`config.mk`:
```
export PLATFORM = sky130hd
export DESIGN_NAME = round_key_inv
export DESIGN_NICKNAME = d
export VERILOG_FILES = /design/src/rtl/round_key_inv.sv
export SDC_FILE = /design/constraint.sdc
export NUM_CORES = 1
export LEC_CHECK = 0
export ABC_AREA = 1
export CAP_MARGIN = 5
export CELL_PAD_IN_SITES_DETAIL_PLACEMENT = 1
export CELL_PAD_IN_SITES_GLOBAL_PLACEMENT = 1
export CORE_MARGIN = 2
export CORE_UTILIZATION = 30
export DETAILED_ROUTE_END_ITERATION = 7
export GPL_TIMING_DRIVEN = 0
export PLACE_DENSITY_LB_ADDON = 0.1
export SLEW_MARGIN = 15
export SYNTH_ARGS = -nofsm -noshare
export SYNTH_HDL_FRONTEND = slang
export SYNTH_SLANG_ARGS = --single-unit
```
`constraint.sdc`:
```
create_clock -name clk -period 3.85 [get_ports clk]
set_input_delay 0.9625 -clock clk [delete_from_list [all_inputs] [get_ports clk]]
set_output_delay 0.9625 -clock clk [all_outputs]
set_load 0.01 [all_outputs]
```
`src/rtl/round_key_inv.sv`:
```
// Inverse AES-128 key expansion step: derives round key r-1 from round key r.
// Optional build macro ROUND_KEY_INV_PARALLEL_SBOX_EN. When defined, the design
// uses four S-box lanes and finishes SubWord in one cycle. When undefined, one
// shared S-box processes a single byte per cycle.
//
// state | meaning
// IDLE  | waiting for en; key and round_no are captured on accept
// XOR   | forms p1..p3, RotWord(p3) and the Rcon-seeded p0 accumulator
// SUB   | runs SubWord(RotWord(p3)) into p0; the last substitution completes
`timescale 1ns/1ps
module round_key_inv (
    input  logic         clk,
    input  logic         reset,
    input  logic         en,
    input  logic [3:0]   round_no,
    input  logic [127:0] key,
    output logic [127:0] round_key,
    output logic         en_o,
    output logic         busy
);

    typedef enum logic [1:0] {IDLE, XOR, SUB} state_t;

    localparam logic [2047:0] SBOX_TBL = {
        128'h637c777bf26b6fc53001672bfed7ab76, 128'hca82c97dfa5947f0add4a2af9ca472c0,
        128'hb7fd9326363ff7cc34a5e5f171d83115, 128'h04c723c31896059a071280e2eb27b275,
        128'h09832c1a1b6e5aa0523bd6b329e32f84, 128'h53d100ed20fcb15b6acbbe394a4c58cf,
        128'hd0efaafb434d338545f9027f503c9fa8, 128'h51a3408f929d38f5bcb6da2110fff3d2,
        128'hcd0c13ec5f974417c4a77e3d645d1973, 128'h60814fdc222a908846eeb814de5e0bdb,
        128'he0323a0a4906245cc2d3ac629195e479, 128'he7c8376d8dd54ea96c56f4ea657aae08,
        128'hba78252e1ca6b4c6e8dd741f4bbd8b8a, 128'h703eb5664803f60e613557b986c11d9e,
        128'he1f8981169d98e949b1e87e9ce5528df, 128'h8ca1890dbfe6426841992d0fb054bb16
    };

    // Entry 0 sits in the top byte of the table, so entry a starts at bit (255-a)*8.
    function automatic logic [7:0] sbox(input logic [7:0] a);
        return SBOX_TBL[{~a, 3'b000} +: 8];
    endfunction

    // Round numbers outside 1..10 intentionally use a zero Rcon.
    function automatic logic [7:0] rcon(input logic [3:0] r);
        case (r)
            4'd1:    return 8'h01;
            4'd2:    return 8'h02;
            4'd3:    return 8'h04;
            4'd4:    return 8'h08;
            4'd5:    return 8'h10;
            4'd6:    return 8'h20;
            4'd7:    return 8'h40;
            4'd8:    return 8'h80;
            4'd9:    return 8'h1b;
            4'd10:   return 8'h36;
            default: return 8'h00;
        endcase
    endfunction

    state_t         state, state_nxt;
    logic [127:0]   key_q;
    logic [3:0]     rno_q;
    logic [31:0]    p0, p1, p2, p3, rot;
    logic [31:0]    p0_nxt, xor_p3;
    logic           capture, do_xor, do_sub, done;

    assign xor_p3 = key_q[31:0] ^ key_q[63:32];

`ifdef ROUND_KEY_INV_PARALLEL_SBOX_EN
    // All four bytes of RotWord(p3) are substituted in one cycle.
    always_comb begin
        p0_nxt = p0 ^ {sbox(rot[31:24]), sbox(rot[23:16]), sbox(rot[15:8]), sbox(rot[7:0])};
    end
`else
    logic [1:0] idx;
    logic [7:0] sbox_in, sbox_out;

    // A single S-box is shared; idx picks which byte it processes in this cycle.
    always_comb begin
        sbox_in  = rot[31:24];
        case (idx)
            2'd1:    sbox_in = rot[23:16];
            2'd2:    sbox_in = rot[15:8];
            2'd3:    sbox_in = rot[7:0];
            default: sbox_in = rot[31:24];
        endcase
        sbox_out = sbox(sbox_in);
        p0_nxt   = p0;
        case (idx)
            2'd1:    p0_nxt[23:16] = p0[23:16] ^ sbox_out;
            2'd2:    p0_nxt[15:8]  = p0[15:8]  ^ sbox_out;
            2'd3:    p0_nxt[7:0]   = p0[7:0]   ^ sbox_out;
            default: p0_nxt[31:24] = p0[31:24] ^ sbox_out;
        endcase
    end

    // The byte index advances through SUB and returns to 0 after byte 3.
    always_ff @(posedge clk) begin
        if (reset)       idx <= 2'd0;
        else if (do_xor) idx <= 2'd0;
        else if (do_sub) idx <= idx + 2'd1;
    end
`endif

    // State register.
    always_ff @(posedge clk) begin
        if (reset) state <= IDLE;
        else       state <= state_nxt;
    end

    // Next-state logic and datapath strobes.
    always_comb begin
        state_nxt = state;
        capture   = 1'b0;
        do_xor    = 1'b0;
        do_sub    = 1'b0;
        done      = 1'b0;
        case (state)
            IDLE: begin
                if (en) begin
                    capture   = 1'b1;
                    state_nxt = XOR;
                end
            end
            XOR: begin
                do_xor    = 1'b1;
                state_nxt = SUB;
            end
            SUB: begin
                do_sub = 1'b1;
`ifdef ROUND_KEY_INV_PARALLEL_SBOX_EN
                done   = 1'b1;
`else
                done   = (idx == 2'd3);
`endif
                if (done) state_nxt = IDLE;
            end
            default: state_nxt = IDLE;
        endcase
    end

    // Datapath registers and outputs. round_key changes only on completion.
    always_ff @(posedge clk) begin
        if (reset) begin
            key_q     <= '0;
            rno_q     <= '0;
            p0        <= '0;
            p1        <= '0;
            p2        <= '0;
            p3        <= '0;
            rot       <= '0;
            round_key <= '0;
            en_o      <= 1'b0;
            busy      <= 1'b0;
        end else begin
            en_o <= done;
            if (capture) begin
                key_q <= key;
                rno_q <= round_no;
                busy  <= 1'b1;
            end
            if (do_xor) begin
                p3  <= xor_p3;
                p2  <= key_q[63:32] ^ key_q[95:64];
                p1  <= key_q[95:64] ^ key_q[127:96];
                rot <= {xor_p3[23:0], xor_p3[31:24]};
                p0  <= key_q[127:96] ^ {rcon(rno_q), 24'h000000};
            end
            if (do_sub) p0 <= p0_nxt;
            if (done) begin
                round_key <= {p0_nxt, p1, p2, p3};
                busy      <= 1'b0;
            end
        end
    end

endmodule

```
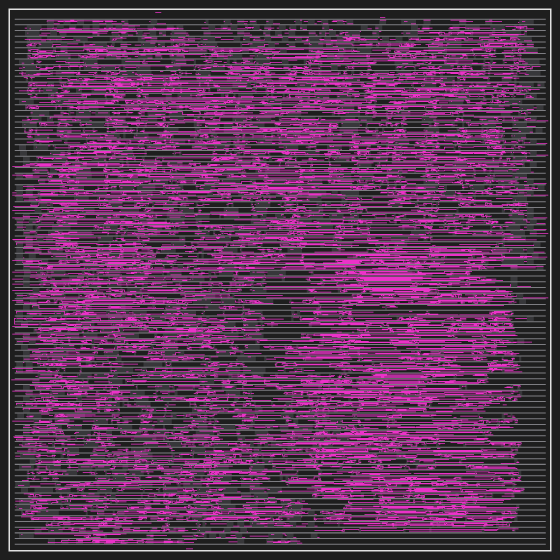
Fig. 1. Metal 1.
Supply wires on this layer in gray.
The longest straight run is 104 um. The layer carries 44.8 mm of wire.
GRT met1 Usage: 38.8%
final wirelength: 102 mm

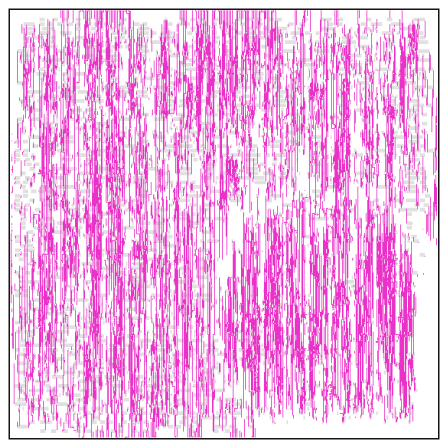
Fig. 2. M2 wires.
The layer holds 48% of the routed length. The wires run mostly vertical.
met2 Use GR: 51.4%
total number of vias: 20600

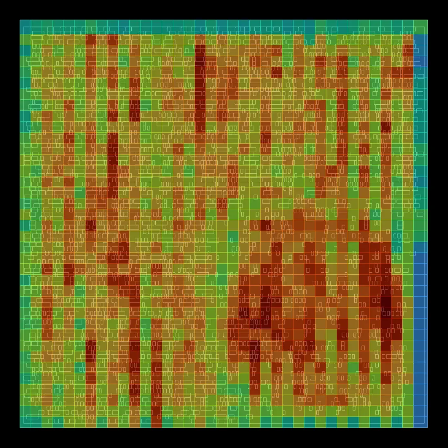
Fig. 3. Track usage over the die.
M3 GR Usage: 3.77%
Final Util: 39.5%
GRT Total Usage: 30.1%
Avg WL per Cell: 25.9 um
global routing's busiest layer: met2

==> flow_metrics.py <==
# Flow results
metrics = {
    "layout": {
        "fill_cells": 7833,
        "logic_area_sq_mm": 0.00959,
        "nNonClkInverters": 299,
        "stdcell_area_sq_mm": 0.0250,
        "diodes": 2,
        "clock_buffers": 64,
        "fin_cells": 3941,
        "buf_share_pct": 13.8,
    },
    "detailed_routing": {
        "drt_iter0_drc": 1443,
        "wl_met1_mm": 44.8,
        "avgViaCountPerCell": 5.22,
        "wl_met3_mm": 5.06,
        "drtPass1Iterations": 6,
        "wl_met2_mm": 48.6,
        "ant_nets": 0,
    },
    "die": {
        "die_area_sq_mm": 0.0662,
        "die_w_um": 257,
        "die_h_um": 257,
        "core_area_sq_mm": 0.0633,
        "fp-utilization_pct": 30.4,
    },
    "power_and_ir_drop": {
        "peakVddDrop_mv": 0.618,
        "power_clock_mw": 4.95,
        "p_total_mw": 28.6,
    },
    "timing": {
        "post-route-period-util_pct": 95.6,
        "fin_ws_ns": 0.171,
        "finalHoldViolations": 0,
        "timing.slew.headroom_pct": 18.3,
        "worst_pin_slew_ns": 1.23,
        "setup_tns_ns": 0,
        "setup_viol": 0,
        "clock_skew_ns": 0.0353,
        "whs_ns": 0.481,
    },
    "placement": {
        "pre_cts_slack_ns": -0.663,
        "gp_congestion": 0.968,
        "place_inst": 3851,
    },
    "cts": {
        "clock-sinks": 402,
        "clkTransAtPathRegs_ns": 0.06,
        "cts_setup_buffers": 0,
        "tritoncts": "yes",
        "numCtsBuffers": 48,
        "htreeDepth": 2,
    },
    "worst_setup_path": {
        "end_kind": "flop",
        "reg2regPathDepth": 20,
        "r2r-end": "p0[0]$_SDFFE_PP0P_",
        "slowest_delay_ns": 0.33,
        "cp.required_ns": 4.29,
        "worst_ep_arrival_time_ns": 4.12,
        "path_buffers": 4,
    },
    "yosys": {
        "logic_family": "simple AND/OR/NAND/NOR gates",
        "synthArstFlopShare_pct": 0,
        "yosysTopAreaCell": "dfxtp_1",
        "top_cell": "nand3_1",
        "mux_area_share_pct": 0,
        "ys_sh_adder_pct": 1.49,
        "yosysWarnings": 0,
        "top_area_share_pct": 41.8,
    },
    "grt": {
        "grt_pass1_vias": 21100,
        "gr-total-overflow": 0,
        "grt_max_degree": 15,
    },
    "status": {
        "status": "completed",
    },
    "hold_path": {
        "hp-class": "flop to flop",
        "min_delay_path_depth": 2,
    },
}
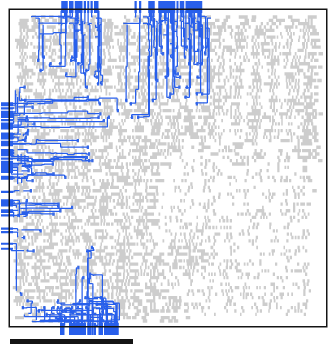
Fig. 4. Port wiring.
Scale bar: 100 um.
Key: key = blue [bits 128, direction input, end cells 128, buffers 128, wire 6210 um]
Top Ports: 265
port buffer count: 263

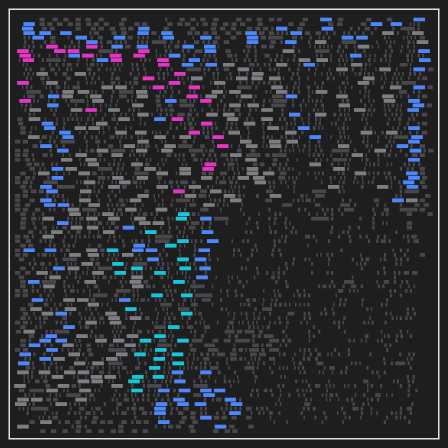
Fig. 5. Sequential cells grouped by signal name.
Other sequential cells in the stronger gray, the rest of the logic in the fainter gray.
Key: round_key = blue [sequential cells 128, where all over the die]; p1 = magenta [sequential cells 32]; p3 = cyan [sequential cells 31]
Seq/total area: 32.2%
Seq. pwr: 6.09 mW

No activity file was given, so power comes from the tool's default toggle rates.
